==> config.mk <==
export PLATFORM = sky130hd
export DESIGN_NAME = mem_port_arbiter
export DESIGN_NICKNAME = d
export VERILOG_FILES = /design/src/rtl/mem_arb_pkg.sv /design/src/rtl/rr_arbiter_2.sv /design/src/rtl/mem_port_arbiter.sv
export SDC_FILE = /design/constraint.sdc
export NUM_CORES = 1
export LEC_CHECK = 0
export ABC_AREA = 0
export CORE_ASPECT_RATIO = 0.5
export CORE_UTILIZATION = 44
export CTS_CLUSTER_SIZE = 20
export DETAILED_ROUTE_END_ITERATION = 12
export PLACE_DENSITY = 0.86
export SYNTH_ARGS = -nofsm -noshare
export SYNTH_HDL_FRONTEND = slang
export SYNTH_SLANG_ARGS = --single-unit
==> constraint.sdc <==
create_clock -name clk -period 3.24 [get_ports clk]
set_input_delay 0.648 -clock clk [delete_from_list [all_inputs] [get_ports clk]]
set_output_delay 0.648 -clock clk [all_outputs]
set_load 0.01 [all_outputs]
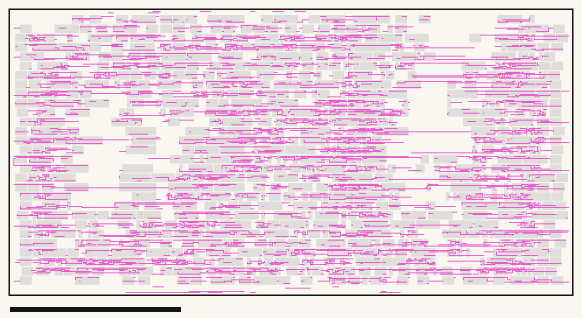
Fig. 1. Met1 routing (run 1).
The bar under the picture is 50 um long.
share of all routed wire: 42%
nets with wire on the layer: 946
Routed WL: 17700 um
met1 track utilization from global routing: 0.295
total number of vias: 5752

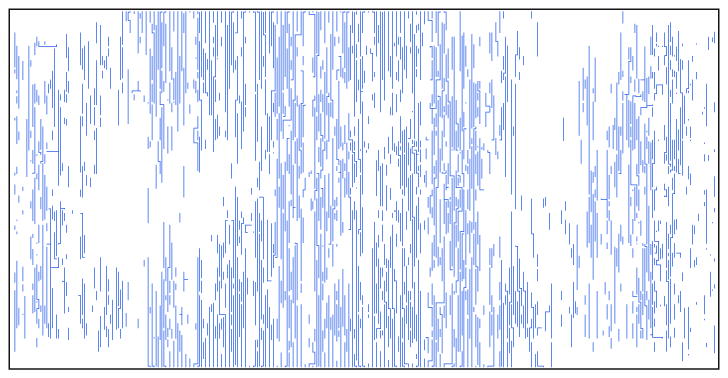
Fig. 2. Signal wires on met2 (run 1).
longest straight run: 41.1 um
main direction: vertical
share of all routed wire: 52%
met2 routing resource usage after global routing: 0.471

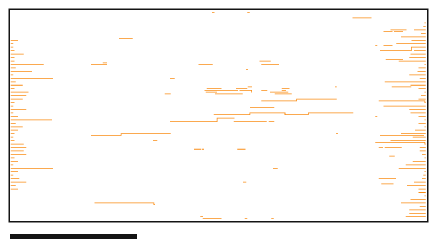
Fig. 3. M3 wires (run 1).
The bar under the picture is 50 um long.
nets with wire on the layer: 137
share of all routed wire: 4.9%
main direction: horizontal
wire length on this layer: 866 um
longest straight run: 23.2 um
met3 track demand over resource: 0.0475

==> notes.md <==
Figures from the implementation reports.

- The flow ran to the end, and the final reports show no timing, DRC or antenna violations.
- The largest net degree at the start of global routing reads 89.
- The class of the most critical setup path is in2reg.
- In the layout the commonest cells are sky130_fd_sc_hd__clkdlybuf4s50_1 (280), sky130_fd_sc_hd__dfxtp_1 (154), sky130_fd_sc_hd__nand2_1 (137).
- The power density over the cells reads 517 mW/mm^2.
- The overall power is 4.78 mW.
- The via count of the first global-routing pass reads 5615.
- In this run the cell area of the synthesized design comes to 0.00577 mm^2.
- The first-pass GRT wire length reads 27600 um.
- The floorplan-stage core utilization reads 0.453.
- The summed negative setup slack over all endpoints is 0 ns.
- Among all flip-flop cells after synthesis, the most frequent one is sky130_fd_sc_hd__dfxtp_1.
- The number of cell instances after yosys synthesis is 659.
- Of the total power, combinational logic draws 0.168.
- The initial antenna violation count reads 0.
- The number of search-and-repair iterations in the first detailed-routing pass is 5.
- The depth of the worst register-to-register path is 5.
- The register bit count reported by yosys is 154.
- The via count normalized by instance count is 5.21.
- The source-to-sink clock delay at the later pin of the worst-skew pair reads 0.41 ns.
- The total net switching power is 1.20 mW.
- The total global routing overflow is 0.
- The TritonCTS clock tree reads done.
- The startpoint type of the worst setup path reads an input port.
- After synthesis, the mean cell area works out to 8.75 um^2.
- The worst VDD IR drop from the latest analysis is 348 uV.
- The number of clock sinks is 154.
- The number of nets produced by synthesis reads 800.
- Total global-route track usage over all layers is 0.254.
- The number of enable flip-flop cells reads 0.
- Counting instances, the worst hold path has a depth of 2.
- The remaining max-slew budget at the tightest pin is 0.529.
- The highest clock rate this design can be run at is 406 MHz.
- Per the placement log, port buffering inserted 280 buffers.
- The total die area is 0.0136 mm^2.
- The synthesis report lists the Yosys warning total as 0.
- The sort of element at the end of the critical path reads a flop.
- Setup repair after global routing left no endpoint under its margin.
- In this run, CTS created clock tree buffers numbering 17.
- The clock network fraction of total power is 0.399.
- STA puts the critical path data required time at 3.52 ns.
- The count of buffers added by post-CTS timing repair for setup reads 0.
- The net total in the final layout reads 1062.
- The count of tool warnings reads 26.
- The clock passes through at most 2 buffers.
- The core box area reads 0.0127 mm^2.
- The layout-stage area growth over the synthesis result reads 60.3%.
- For this run the detailed placement stage logged an HPWL of 12200 um.
- The final antenna-violating net count reads 0.
- The DRC violation total after the first TritonRoute iteration is 417.
- The setup slack of the most critical reg-to-reg path reads 0.93 ns.
- The layout cell share with drive strength beyond 1 reads 0.0536.
- The setup slack after layout is 0.776 ns.
- The root buffer cell chosen for the clock tree is sky130_fd_sc_hd__clkbuf_16.
- The OpenROAD report gives the critical path a data arrival time of 2.75 ns.
- Of the available clock period, the critical path in the final layout requires 0.760.
- The smallest clock period supported by the final layout is computed as 2.46 ns.
- The hold violation count in the final report is 0.
- The script logs the mean routed wire length per placed instance as 16.1 um.
- Clock skew on the completed layout was measured at 0.0104 ns.
- The die span in x is 164 um.
- The synthesis area per yosys is 0.00577 mm^2.
- The number of I/O pins reads 281.
- The number of max-cap violations reads 0.
- The worst slack at placement reads 0.380 ns.
- The worst hold path class is reg2reg.
- The part of the total power dissipated in sequential elements is 0.432.
- In the power breakdown, the internal column shows 3.57 mW.
- Looking at the max-slew report, the worst-margin pin has a slew of 0.702 ns.
- The number of distinct library cell variants in the gate-level netlist after synthesis reads 47.
- The post-cts repair resize count is 0.
- The critical path goes through clkdlybuf4s50_1 -> or4b_1 -> nor2_4 -> buf_12 -> mux2i_1 -> a21oi_1.
- The maximum fanout along the worst path reads 25.
- For this run, the script counts the antenna cells in the layout as 0.
- Hold repair after CTS inserted 0 buffers.
- The highest-count logic cell in the final layout is sky130_fd_sc_hd__clkdlybuf4s50_1.
- The final max-slew violation count recorded for this run is 0.
- The final setup violation count is 0.
- Per the OpenROAD power report, leakage power amounts to 3.26 nW.
- Per Yosys stat, the portion of area used by sequential elements is 0.534.
- The cell row count is 29.
- The timing report gives the clock slew at the launch and capture registers of the worst setup and hold paths as 0.06 ns.
- The detailed-route DRC error count reads 0.
- The H-tree depth reported by CTS is 4.
- The weighted congestion reported at the end of routability-driven placement is 0.829.
- The cell count after synthesis came out at 659.
- The switching portion of total power reads 0.252.
- The proportion of synthesized flip-flops having asynchronous set or reset is 0.
- The die is 83.0 um tall.
- The timing report shows that the slowest cell on the worst path is sky130_fd_sc_hd__or4b_1.
- The critical path's largest stage delay reads 0.62 ns.
==> run 1: cell usage after synthesis, types with 2 or more instances <==
cell	number	share of area
sky130_fd_sc_hd__nor2_1	45	0.029
sky130_fd_sc_hd__nor3b_1	4	0.0052
sky130_fd_sc_hd__mux2i_1	32	0.056
sky130_fd_sc_hd__buf_6	7	0.014
sky130_fd_sc_hd__a41oi_1	2	0.0030
sky130_fd_sc_hd__o211ai_1	2	0.0026
sky130_fd_sc_hd__o2111ai_1	2	0.0030
sky130_fd_sc_hd__buf_2	11	0.0095
sky130_fd_sc_hd__buf_4	2	0.0026
sky130_fd_sc_hd__a22oi_1	32	0.042
sky130_fd_sc_hd__a21oi_1	103	0.089
sky130_fd_sc_hd__or3_1	2	0.0022
sky130_fd_sc_hd__or4b_1	2	0.0035
sky130_fd_sc_hd__nand2_1	137	0.089
sky130_fd_sc_hd__nor2b_1	3	0.0033
sky130_fd_sc_hd__o21ai_1	2	0.0017
sky130_fd_sc_hd__o21ai_0	38	0.033
sky130_fd_sc_hd__dfxtp_1	154	0.53
sky130_fd_sc_hd__a31oi_1	2	0.0022
sky130_fd_sc_hd__inv_1	4	0.0026
sky130_fd_sc_hd__nand2b_1	3	0.0033
sky130_fd_sc_hd__nor3_1	6	0.0052
sky130_fd_sc_hd__clkbuf_1	32	0.021
sky130_fd_sc_hd__nand3_1	5	0.0043
sky130_fd_sc_hd__o22ai_1	5	0.0054
==> run 1: worst max-delay path, delay by kind of cell <==
kind | cells | cell delay (ns)
simple gates | 2 | 0.99
buf+inv | 2 | 0.75
mux | 1 | 0.25
compound gates | 1 | 0.09
==> run 1: metal layers <==
layer	vias up	track usage	routed length, um
met5	-	0	0
met4	0	0.0783	271
met3	28	0.0475	865
met2	196	0.471	9140
met1	2724	0.295	7450
li1	2804	-	-
==> run 1: cells by family (layout without fill, tap and decap cells) <==
group,count (synthesis),in the layout,share of synthesized area
AND-OR/OR-AND,196,196,0.195
buffers and inverters,57,331,0.0499
XOR/XNOR,1,1,0.00152
adder cells (fa/ha/maj),1,1,0.00217
AND/OR/NAND/NOR,218,218,0.162
multiplexers,32,32,0.0555
flip-flops,154,154,0.534
==> run 1: power by group through the flow <==
stage          Sequential [mW]  Clock [mW]  Combinational (mW)
2_1_floorplan             2.13           0               0.330
3_3_place_gp              2.10           0               0.781
3_5_place_dp              2.10           0               0.798
4_1_cts                   2.06        1.93               0.805
5_1_grt                   2.08        2.02               0.858
6_report                  2.07        1.91               0.804
==> run 1: metrics by stage <==
step | cells | instance area, um^2 | utilization | hold slack (ns)
floorplan | 659 | 5770 | - | 0.423
global placement | 1072 | 8680 | 0.682 | 0.436
detailed placement | 1072 | 8680 | 0.682 | 0.446
CTS | 1103 | 9240 | 0.726 | 0.454
global route | 1103 | 9240 | 0.726 | 0.469
finish | 1103 | 9240 | 0.726 | 0.453
==> run 1: layout make-up <==
cell class | count | area, um^2
Multi-Input combinational cell | 448 | 2410
Sequential cell | 154 | 3080
Fill cell | 949 | 3490
Clock inverter | 10 | 121
Inverter | 5 | 18.8
Timing Repair Buffer | 295 | 2950
Clock buffer | 21 | 440
Tap cell | 170 | 213
Power and IR drop assume default switching activity.
